### Routed metal per tile

Bar = 20 microns. The die is cut into 12 by 12 equal tiles; black is low, pale yellow is high, scaled to the fullest tile. Values are wire area over tile area, all layers added.
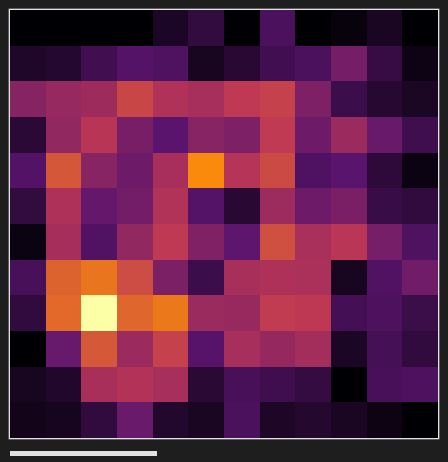
### Placement density heat map

Bar = 20 microns. The die is cut into 12 by 12 equal tiles; black is low, pale yellow is high, 0 to 100% covered.
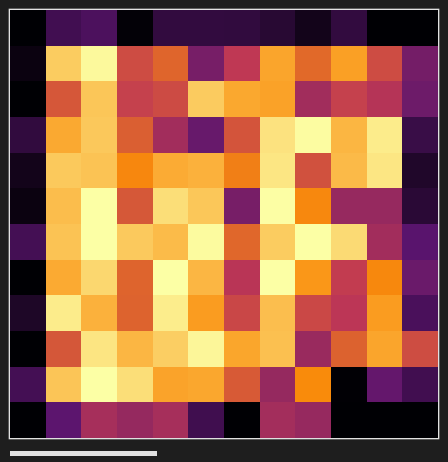
### Signal wires on met1

Bar = 20 microns.
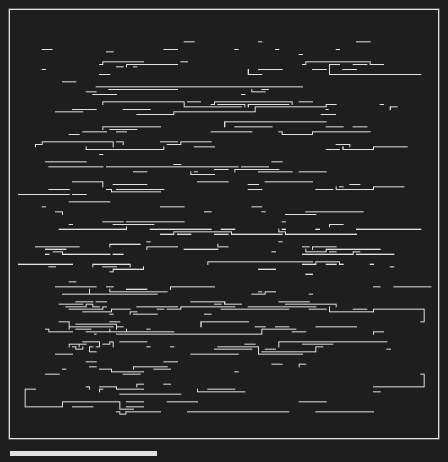
### Congestion heat map

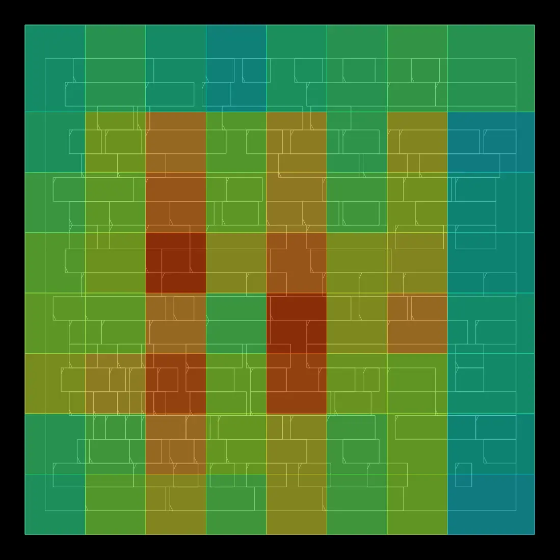
### Signal wires on met2

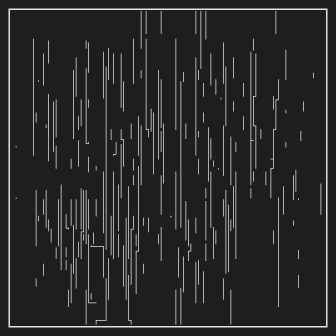
### src/rtl/tdm_pkg.sv
// Shared types and constants for the 4-slot TDM receive path.
package tdm_pkg;

  typedef enum logic {HUNT, RECEIVE} tdm_state_t;

  localparam int SLOTS = 4;

  typedef logic [1:0] slot_t;

endpackage

### src/rtl/tdm_demux4_slot_reg.sv
// N-bit holding register with load enable and asynchronous active-low clear.
module tdm_slot_reg #(
  parameter int N = 4
) (
  input  logic         clk,
  input  logic         rst_n,
  input  logic         en,
  input  logic [N-1:0] d,
  output logic [N-1:0] q
);

  logic [N-1:0] q_d;

  always_comb begin
    q_d = q;
    if (en) q_d = d;
  end

  always_ff @(posedge clk or negedge rst_n) begin
    if (!rst_n) q <= '0;
    else        q <= q_d;
  end

endmodule

### src/rtl/tdm_demux4.sv
// Rebuilds four parallel channels from a framed TDM word stream and
// presents each completed frame on registered outputs with a valid pulse.
module tdm_demux4
  import tdm_pkg::*;
#(
  parameter int N = 4
) (
  input  logic         clk,
  input  logic         rst_n,
  input  logic [N-1:0] in,
  input  logic         in_valid,
  input  logic         frame_start,
  output logic [N-1:0] out0,
  output logic [N-1:0] out1,
  output logic [N-1:0] out2,
  output logic [N-1:0] out3,
  output logic         out_valid,
  output logic [1:0]   slot,
  output logic         frame_error
);

  localparam slot_t LAST_SLOT = slot_t'(SLOTS - 1);

  tdm_state_t   state_q, state_d;
  slot_t        slot_q, slot_d;
  logic         out_valid_q, out_valid_d;
  logic         frame_error_q, frame_error_d;
  logic [2:0]   shadow_en;
  logic         out_en;
  logic [N-1:0] shadow0_q, shadow1_q, shadow2_q;

  always_comb begin
    state_d       = state_q;
    slot_d        = slot_q;
    out_valid_d   = 1'b0;
    frame_error_d = 1'b0;
    shadow_en     = 3'b000;
    out_en        = 1'b0;
    if (in_valid) begin
      unique case (state_q)
        HUNT: begin
          if (frame_start) begin
            shadow_en[0] = 1'b1;
            slot_d       = 2'd1;
            state_d      = RECEIVE;
          end
        end
        RECEIVE: begin
          // A start flag always restarts the frame; mid-frame it also flags an error.
          if (frame_start) begin
            frame_error_d = (slot_q != 2'd0);
            shadow_en[0]  = 1'b1;
            slot_d        = 2'd1;
          end else begin
            unique case (slot_q)
              2'd0: begin
                frame_error_d = 1'b1;
                state_d       = HUNT;
              end
              2'd1: begin
                shadow_en[1] = 1'b1;
                slot_d       = 2'd2;
              end
              2'd2: begin
                shadow_en[2] = 1'b1;
                slot_d       = LAST_SLOT;
              end
              default: begin
                out_en      = 1'b1;
                out_valid_d = 1'b1;
                slot_d      = 2'd0;
              end
            endcase
          end
        end
        default: state_d = HUNT;
      endcase
    end
  end

  always_ff @(posedge clk or negedge rst_n) begin
    if (!rst_n) begin
      state_q       <= HUNT;
      slot_q        <= 2'd0;
      out_valid_q   <= 1'b0;
      frame_error_q <= 1'b0;
    end else begin
      state_q       <= state_d;
      slot_q        <= slot_d;
      out_valid_q   <= out_valid_d;
      frame_error_q <= frame_error_d;
    end
  end

  tdm_slot_reg #(.N(N)) u_shadow0 (.clk(clk), .rst_n(rst_n), .en(shadow_en[0]), .d(in), .q(shadow0_q));
  tdm_slot_reg #(.N(N)) u_shadow1 (.clk(clk), .rst_n(rst_n), .en(shadow_en[1]), .d(in), .q(shadow1_q));
  tdm_slot_reg #(.N(N)) u_shadow2 (.clk(clk), .rst_n(rst_n), .en(shadow_en[2]), .d(in), .q(shadow2_q));

  // The slot-3 word bypasses the shadows so all four outputs load on one edge.
  tdm_slot_reg #(.N(N)) u_out0 (.clk(clk), .rst_n(rst_n), .en(out_en), .d(shadow0_q), .q(out0));
  tdm_slot_reg #(.N(N)) u_out1 (.clk(clk), .rst_n(rst_n), .en(out_en), .d(shadow1_q), .q(out1));
  tdm_slot_reg #(.N(N)) u_out2 (.clk(clk), .rst_n(rst_n), .en(out_en), .d(shadow2_q), .q(out2));
  tdm_slot_reg #(.N(N)) u_out3 (.clk(clk), .rst_n(rst_n), .en(out_en), .d(in),        .q(out3));

  assign slot        = slot_q;
  assign out_valid   = out_valid_q;
  assign frame_error = frame_error_q;

endmodule

### config.mk
export PLATFORM = sky130hd
export DESIGN_NAME = tdm_demux4
export DESIGN_NICKNAME = d
export VERILOG_FILES = /design/src/rtl/tdm_pkg.sv /design/src/rtl/tdm_demux4_slot_reg.sv /design/src/rtl/tdm_demux4.sv
export SDC_FILE = /design/constraint.sdc
export NUM_CORES = 1
export LEC_CHECK = 0
export CAP_MARGIN = 0
export CORE_MARGIN = 2
export CORE_UTILIZATION = 47
export CTS_BUF_LIST = sky130_fd_sc_hd__clkbuf_8
export DETAILED_ROUTE_END_ITERATION = 7
export GPL_TIMING_DRIVEN = 0
export HOLD_SLACK_MARGIN = 0.15
export PLACE_DENSITY_LB_ADDON = 0.08
export SLEW_MARGIN = 5
export SYNTH_ARGS = -nofsm -noshare
export SYNTH_HDL_FRONTEND = slang
export SYNTH_SLANG_ARGS = --single-unit
### constraint.sdc
create_clock -name clk -period 1.3 [get_ports clk]
set_input_delay 0.13 -clock clk [delete_from_list [all_inputs] [get_ports clk]]
set_output_delay 0.13 -clock clk [all_outputs]
set_load 0.01 [all_outputs]
==> PnR_summary.wiki <==
== Run summary ==
{| class="wikitable"
! Metric !! Value
|-
| Filler Cells Inserted || a little under 200
|-
| Violations in the final reports || negative setup slack
|-
| Number of instances in the synthesized netlist || approximately 88
|-
| Flop area || around 830 sq um
|-
| TritonRoute pass-1 iters || 4
|-
| Worst R2R Start || slot[0]
|-
| WL met2 || between 1000 and 1500 microns
|-
| Cell count of the worst reg-to-reg path || 4
|-
| Remaining Overflow, GRT || 0
|-
| Multi-input combinational cell area || between 500 and 600 sq um
|-
| Uppermost routed layer || met4
|-
| FP Rows || 19
|-
| Class of the tightest hold or removal check || input port to flip-flop
|-
| Post-Place Setup Slack || -380 ps
|-
| Post-DP HPWL || about 1600 microns
|-
| Crit path capture type || flip-flop
|-
| Clock sink total || 33
|-
| CTS max path bufs || 2
|-
| Number of buffers inserted during clock tree synthesis || 5
|-
| Worst rel slew slack || a little over half
|-
| Ant. Diodes || 0
|-
| Clock root buffer master || clkbuf_8
|-
| Static leakage power || roughly 1.0 nW
|-
| DR DRC count || 0
|-
| Number of buffers inserted by port buffering || 27
|-
| Worst ir drop on vdd || ~0.0015 V
|-
| Area of the synthesized netlist per yosys stat || 0.00138 sq mm
|-
| Status || finished with violations
|-
| Setup tns final || -403 ps
|-
| Post-layout period usage of the worst path || 103%
|-
| Final Wtd Congestion || 0.746
|-
| Number of nets in the layout || roughly 140
|-
| TritonCTS clock tree || done
|-
| Pin slew with the least headroom to its limit || around 700 ps
|-
| Violation tally from detailed-route iteration zero || 5
|-
| Power per cell area || approximately 2100 mW/mm^2
|-
| Tally of non-filler cells in the final layout || ~160
|-
| Number of max-slew violations in the final report || 0
|-
| Final count of negative-setup-slack endpoints || 18
|-
| Class of the most critical setup path || flip-flop to flip-flop
|-
| Highest clock rate || roughly 750 MHz
|-
| Met3 wire len || approximately 110 microns
|-
| Power Total || ~4.0 mW
|-
| Count of synthesis-stage warnings from yosys || 0
|-
| Post-route worst setup slack || -35.0 ps
|-
| Maximum number of pins on one net before global-route repair || 34
|-
| Critical path origin || slot[0]
|-
| DRT met1 WL || approximately 1100 microns
|-
| Data required time at the worst endpoint || roughly 1500 ps
|-
| Global-route wire length before repair || around 4300 microns
|-
| Antenna violations before repair || 0
|-
| Count of distinct cell types in the synthesized netlist || 19
|-
| Largest driver fanout on the critical path || 10
|-
| Layout cells sized above 1 || a little over two fifths
|-
| Synth Seq Share || about three fifths
|-
| Flip-flop and latch count after synthesis || 33
|-
| Final Hold Fails || 0
|-
| Area growth, synth to finish || 39.8%
|-
| DRT antenna net count || 0
|-
| Die Area || approximately 0.0034 sq mm
|}
About 'Routed metal per tile':
densest ninth of the die = centre
fullest tile = 0.40
tiles over half the peak = 14%
mean over tiles = 0.11
nearly empty tiles = 6.9%
via count of the routed design: 831
average routed wire per standard cell: 14.9 microns
wire length after detailed routing: 2410 microns
All-Layer GR Usage: 17.5%

About 'Placement density heat map':
nearly empty tiles = 9.0%
fullest tile = 100%
mean over tiles = 56%
densest ninth of the die = centre
area of the core: 0.00278 sq mm
utilization after layout: 69.5%
floorplan utilization: 49.7%

About 'Signal wires on met1':
main direction = horizontal
nets with wire on the layer = 120
longest straight run = 28.1 microns
met1 usage in global routing: 22.5%

About 'Congestion heat map':
met3 usage in global routing: 4.02%
Global Route met2 Usage: 27.8%
gr busiest metal: met2

About 'Signal wires on met2':
longest straight run = 33.7 microns
nets with wire on the layer = 126

==> worst paths after layout <==
kind                                to  slack [ps]
max                        u_out1.q[0]         -30
min                            slot[1]         390
max reg2reg                u_out1.q[0]         -30
min reg2reg                u_out0.q[0]         500
max in group asynchronous      slot[1]         360
min in group asynchronous      state_q         440
==> cell usage after synthesis (all sizes together) <==
cell type | number | area (sq um)
mux2 | 28 | 349
dfrtp | 33 | 826
buf | 2 | 16.3
nor2b | 1 | 13.8
a21oi | 2 | 10.0
nor4b | 1 | 8.76
a31oi | 1 | 6.26
o22ai | 1 | 6.26
nand2 | 2 | 7.51
or2b | 1 | 7.51
inv | 4 | 15.0
nor2 | 2 | 7.51
nand3 | 3 | 27.5
ha | 5 | 62.6
and4b | 1 | 10.0
a311oi | 1 | 8.76
==> flip-flops by register name, summed over array words and instances, names as in the netlist <==
signal / count
u_out0.q: 4
u_shadow2.q: 4
u_out3.q: 4
u_shadow1.q: 4
u_out2.q: 4
u_shadow0.q: 4
out_valid: 1
state_q: 1
u_out1.q: 4
frame_error: 1
slot: 2
==> power breakdown <==
group | internal (mW) | switching (mW) | leakage, nW | total [mW]
sequential | 1.45 | 0.233 | 0.406 | 1.68
combinational | 0.999 | 0.624 | 0.586 | 1.62
clock | 0.363 | 0.351 | 0.0491 | 0.714
==> kinds of logic (layout without fill, tap and decap cells) <==
| family | after synthesis | count (layout) | synth area share (%) |
|---|---|---|---|
| AOI/OAI and AO/OA | 5 | 5 | 2.26 |
| adders and majority gates | 5 | 5 | 4.52 |
| buffers and inverters | 6 | 49 | 2.26 |
| DFF | 33 | 33 | 59.7 |
| muxes | 28 | 28 | 25.2 |
| and+or+nand+nor | 11 | 11 | 5.97 |
==> what timing repair did <==
action | in CTS | in global routing
endpoints found under the hold margin | 33 | 0
pin swaps | 4 | 1
endpoints found under the setup margin | 29 | 41
setup buffers | 7 | 0
gates resized | 18 | 14
hold buffers | 1 | 0
==> per-stage QoR <==
step           utilization (%)  hold slack [ps]  area, sq um
3_5_place_dp              61.2              224         1700
2_1_floorplan                -             -166         1400
5_1_grt                   69.5              412         1930
4_1_cts                   68.2              382         1900
6_report                  69.5              387         1930
3_3_place_gp              61.4              484         1710
==> cell type report <==
cell class	instances	share of cell area [%]
plain buffers	2	1.42
clock buffers	5	3.56
clock inverters	3	0.712
inverters	4	0.906
multi-input cells	49	29.7
flip-flops and latches	33	42.8
well taps	31	2.01
repair buffers	35	18.8
==> placed cells by master (no fill, tap or decap), drive strengths merged <==
master,synthesis,routed
buf,2,9
ha,5,5
clkinv,0,2
a21oi,2,2
o22ai,1,1
mux2,28,28
a311oi,1,1
dlygate4sd3,0,1
clkbuf,0,6
or2b,1,1
a31oi,1,1
nor2b,1,1
and4b,1,1
clkdlybuf4s15,0,2
dfrtp,33,33
nor2,2,2
nand2,2,2
inv,4,5
dlygate4sd2,0,9
dlymetal6s2s,0,9
nor4b,1,1
clkdlybuf4s50,0,6
nand3,3,3
==> critical path: stages, from the launching register on <==
cell,delay (ps)
dfrtp_2,450
ha_2,210
nand3_4,100
buf_12,160
mux2_4,300
Power figures rest on the tool's default switching activity, not on a simulated workload.
